==> images/final_placement.png <==
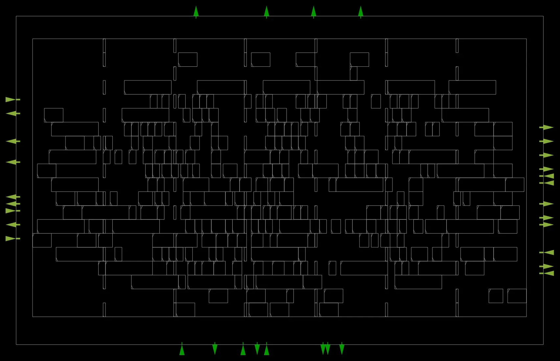
==> images/pdn.png <==
The bar under the picture is 20 µm long. Pins as bars on the die edge. Tap cells in gray.
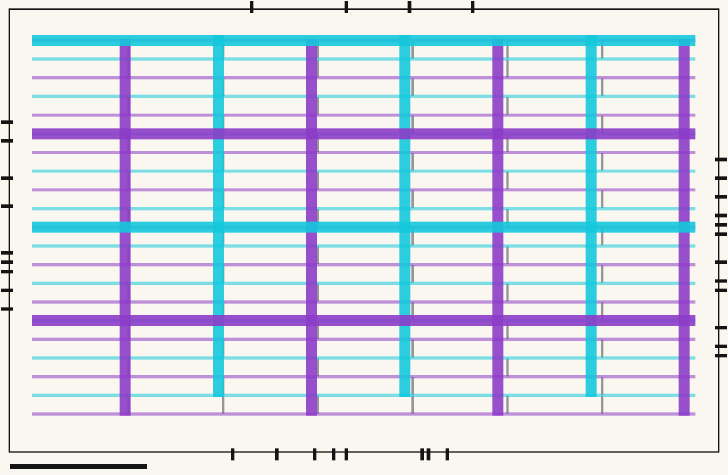
==> images/density.png <==
The bar under the picture is 20 µm long. The die is cut into 10 by 6 equal tiles; white is low, dark blue is high, 0 to 100% covered.
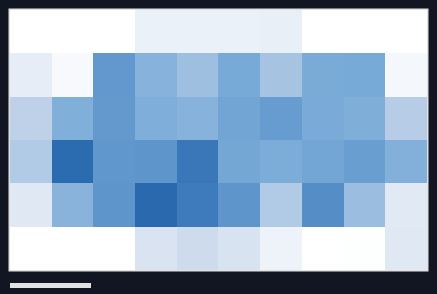
==> images/port_nets.png <==
The bar under the picture is 20 µm long.
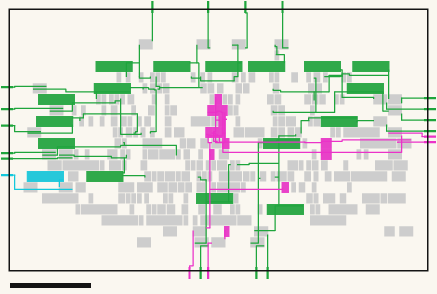
File: config.mk
export PLATFORM = sky130hd
export DESIGN_NAME = onehot_step_counter
export DESIGN_NICKNAME = d
export VERILOG_FILES = /design/src/rtl/onehot_step_counter.sv
export SDC_FILE = /design/constraint.sdc
export NUM_CORES = 1
export LEC_CHECK = 0
export ABC_AREA = 1
export CAP_MARGIN = 30
export CORE_ASPECT_RATIO = 0.6
export CORE_MARGIN = 3
export CORE_UTILIZATION = 30
export DETAILED_ROUTE_END_ITERATION = 8
export PLACE_DENSITY = 0.56
export SYNTH_ARGS = -nofsm -noshare
export SYNTH_HDL_FRONTEND = slang
export SYNTH_SLANG_ARGS = --single-unit
File: constraint.sdc
create_clock -name clk -period 1.95 [get_ports clk]
set_clock_uncertainty 0.1 [all_clocks]
set_input_delay 0.39 -clock clk [delete_from_list [all_inputs] [get_ports clk]]
set_output_delay 0.39 -clock clk [all_outputs]
set_load 0.01 [all_outputs]
File: src/rtl/onehot_step_counter.sv
`timescale 1ns/1ps
// onehot_step_counter
//   A single lit bit walks across WIDTH positions, one position per step
//   event. It supports up/down travel, four end-of-range behaviours,
//   optional rising-edge qualification of the trigger, and synchronous
//   clear/load. It also reports a binary index and a wrap pulse.
//
// Parameters
//   WIDTH      number of positions (>= 2)
//   MODE       0 WRAP_EMPTY, 1 ROLL, 2 BOUNCE, 3 SATURATE
//   EDGE_TRIG  1: step on trigger rising edge, 0: step while trigger high
//
// Ports
//   clk       system clock, all state on posedge
//   reset     asynchronous, active-low reset
//   trigger   advance request
//   dir       0 = up (toward bit WIDTH-1), 1 = down (toward bit 0)
//   clear     synchronous return to EMPTY
//   load      synchronous load of position load_idx (ignored if out of range)
//   load_idx  position to light on load
//   out       one-hot position, zero when EMPTY
//   idx       binary index of the lit bit, zero when EMPTY
//   active    out is non-zero
//   at_end    lit bit is the terminal bit for the current travel direction
//   wrap      one-cycle pulse on the step that leaves (or parks on) the terminal bit
module onehot_step_counter #(
  parameter int WIDTH     = 16,
  parameter int MODE      = 0,
  parameter bit EDGE_TRIG = 1'b1,
  localparam int IDX_W    = $clog2(WIDTH)
) (
  input  logic             clk,
  input  logic             reset,
  input  logic             trigger,
  input  logic             dir,
  input  logic             clear,
  input  logic             load,
  input  logic [IDX_W-1:0] load_idx,
  output logic [WIDTH-1:0] out,
  output logic [IDX_W-1:0] idx,
  output logic             active,
  output logic             at_end,
  output logic             wrap
);

  localparam int MODE_WRAP_EMPTY = 0;
  localparam int MODE_ROLL       = 1;
  localparam int MODE_BOUNCE     = 2;

  localparam logic [WIDTH-1:0] LSB_BIT   = WIDTH'(1);
  localparam logic [WIDTH-1:0] MSB_BIT   = LSB_BIT << (WIDTH - 1);
  localparam logic [IDX_W-1:0] LAST_IDX  = IDX_W'(WIDTH - 1);
  localparam logic [IDX_W:0]   WIDTH_EXT = (IDX_W + 1)'(WIDTH);
  localparam logic [IDX_W-1:0] IDX_ONE   = IDX_W'(1);

  typedef enum logic [1:0] {
    EMPTY = 2'd0,
    RUN   = 2'd1,
    HOLD  = 2'd2
  } state_t;

  state_t state;
  logic   cur_dir;
  logic   trig_q;

  logic   step;
  logic   load_ok;
  logic   move_dir;
  logic   at_term;

  state_t           state_n;
  logic             cur_dir_n;
  logic [WIDTH-1:0] out_n;
  logic [IDX_W-1:0] idx_n;
  logic             wrap_n;
  logic             at_end_n;

  assign step    = EDGE_TRIG ? (trigger & ~trig_q) : trigger;
  assign load_ok = load && ({1'b0, load_idx} < WIDTH_EXT);

  // BOUNCE follows its own travel direction while lit; every other mode
  // moves the way dir points on the cycle the step is taken.
  assign move_dir = (MODE == MODE_BOUNCE && state != EMPTY) ? cur_dir : dir;
  assign at_term  = move_dir ? out[0] : out[WIDTH-1];

  always_comb begin
    state_n   = state;
    cur_dir_n = cur_dir;
    out_n     = out;
    idx_n     = idx;
    wrap_n    = 1'b0;
    if (clear) begin
      state_n   = EMPTY;
      out_n     = '0;
      idx_n     = '0;
      cur_dir_n = dir;
    end else if (load_ok) begin
      state_n   = RUN;
      out_n     = LSB_BIT << load_idx;
      idx_n     = load_idx;
      cur_dir_n = dir;
    end else if (step) begin
      if (state == EMPTY) begin
        state_n   = RUN;
        out_n     = dir ? MSB_BIT : LSB_BIT;
        idx_n     = dir ? LAST_IDX : '0;
        cur_dir_n = dir;
      end else if (!at_term) begin
        state_n = RUN;
        out_n   = move_dir ? (out >> 1) : (out << 1);
        idx_n   = move_dir ? (idx - IDX_ONE) : (idx + IDX_ONE);
        if (MODE != MODE_BOUNCE) begin
          cur_dir_n = dir;
        end
      end else begin
        case (MODE)
          MODE_WRAP_EMPTY: begin
            state_n   = EMPTY;
            out_n     = '0;
            idx_n     = '0;
            wrap_n    = 1'b1;
            cur_dir_n = dir;
          end
          MODE_ROLL: begin
            out_n     = move_dir ? MSB_BIT : LSB_BIT;
            idx_n     = move_dir ? LAST_IDX : '0;
            wrap_n    = 1'b1;
            cur_dir_n = dir;
          end
          MODE_BOUNCE: begin
            cur_dir_n = ~cur_dir;
            out_n     = move_dir ? (out << 1) : (out >> 1);
            idx_n     = move_dir ? (idx + IDX_ONE) : (idx - IDX_ONE);
            wrap_n    = 1'b1;
          end
          default: begin
            // SATURATE: park on the terminal bit, flag only on arrival
            state_n   = HOLD;
            wrap_n    = (state != HOLD);
            cur_dir_n = dir;
          end
        endcase
      end
    end
    at_end_n = (state_n != EMPTY) && (cur_dir_n ? out_n[0] : out_n[WIDTH-1]);
  end

  always_ff @(posedge clk or negedge reset) begin
    if (!reset) begin
      state   <= EMPTY;
      cur_dir <= 1'b0;
      trig_q  <= 1'b0;
      out     <= '0;
      idx     <= '0;
      active  <= 1'b0;
      at_end  <= 1'b0;
      wrap    <= 1'b0;
    end else begin
      state   <= state_n;
      cur_dir <= cur_dir_n;
      trig_q  <= trigger;
      out     <= out_n;
      idx     <= idx_n;
      active  <= (state_n != EMPTY);
      at_end  <= at_end_n;
      wrap    <= wrap_n;
    end
  end

endmodule

==> impl_metrics.tcl <==
# yosys + openroad results
set metrics [dict create \
    outcome "completed" \
    drt-total-wl_um 4830 \
    cp_cell_sequence "clkdlybuf4s50_1" \
    fin_crit_sh_pct 92.4 \
    power_frac_comb_pct 25.4 \
    path_class "reg -> out" \
    synth_nets 253 \
    cp_num_buf_inv 1 \
    top_area_cell "dfrtp_1" \
    routedWlPerCell_um 13.8 \
    power_clock_uw 325 \
    grt_first_pass_wirelength_um 8200 \
    cts_max_level 1 \
    synth.most_common_cell "nand2_1" \
    ff_type "dfrtp_1" \
    dp_hpwl_um 3740 \
    seq_share_pct 30.3 \
    grt_overflow 0 \
    die_w_um 103 \
    cp.arrival_ps 1310 \
]
## Picture notes: final_placement.png
fillcell total: 573
Core Region: 0.00526 mm²
Seq cells: 27

## Picture notes: pdn.png
- cyan: VDD
- purple: VSS
- met5 straps: 4
- rows: 20
- met4 straps: 7

## Picture notes: density.png
- mean over tiles: 32%
- nearly empty tiles: 18%
- emptiest ninth of the die: top left
- densest ninth of the die: middle
Floorplan Utilization: 32.3%
fin util: 42.4%

## Picture notes: port_nets.png
- magenta: `load_idx` (direction input; edge 2 right, 2 bottom; end cells 14; buffers 5; wire 224 µm)
- cyan: `wrap` (direction output; edge left; end cells 1; buffers 1; wire 21.1 µm)
- green: `out` (direction output; edge 5 left, 4 right, 4 top, 3 bottom; end cells 16; buffers 16; wire 673 µm)
I/O pins: 33
PortBufs: 32

[per-stage QoR]
stage                     area, µm²  util, %  hold slack [ps]  setup WS [ps]
after floorplan                1700        -            -5.59            507
after global placement         2170     41.3              407           -150
after detailed placement       2170     41.3              414           -211
after CTS                      2210     42.1              402           81.0
after global routing           2230     42.4              407           97.3
final                          2230     42.4              383            148
[sequential cells by signal (all words and copies together) (netlist names)]
| register | count |
|---|---|
| active | 1 |
| at_end | 1 |
| cur_dir | 1 |
| idx | 4 |
| out | 16 |
| state | 2 |
| trig_q | 1 |
| wrap | 1 |
[metal layers]
metal / part of all wire, % / vias up / track usage (%)
li1: - / 874 / -
met1: 56 / 759 / 26.8
met2: 37 / 57 / 20.0
met3: 6.9 / 0 / 3.38
met4: 0 / 0 / 1.29
met5: 0 / - / 0
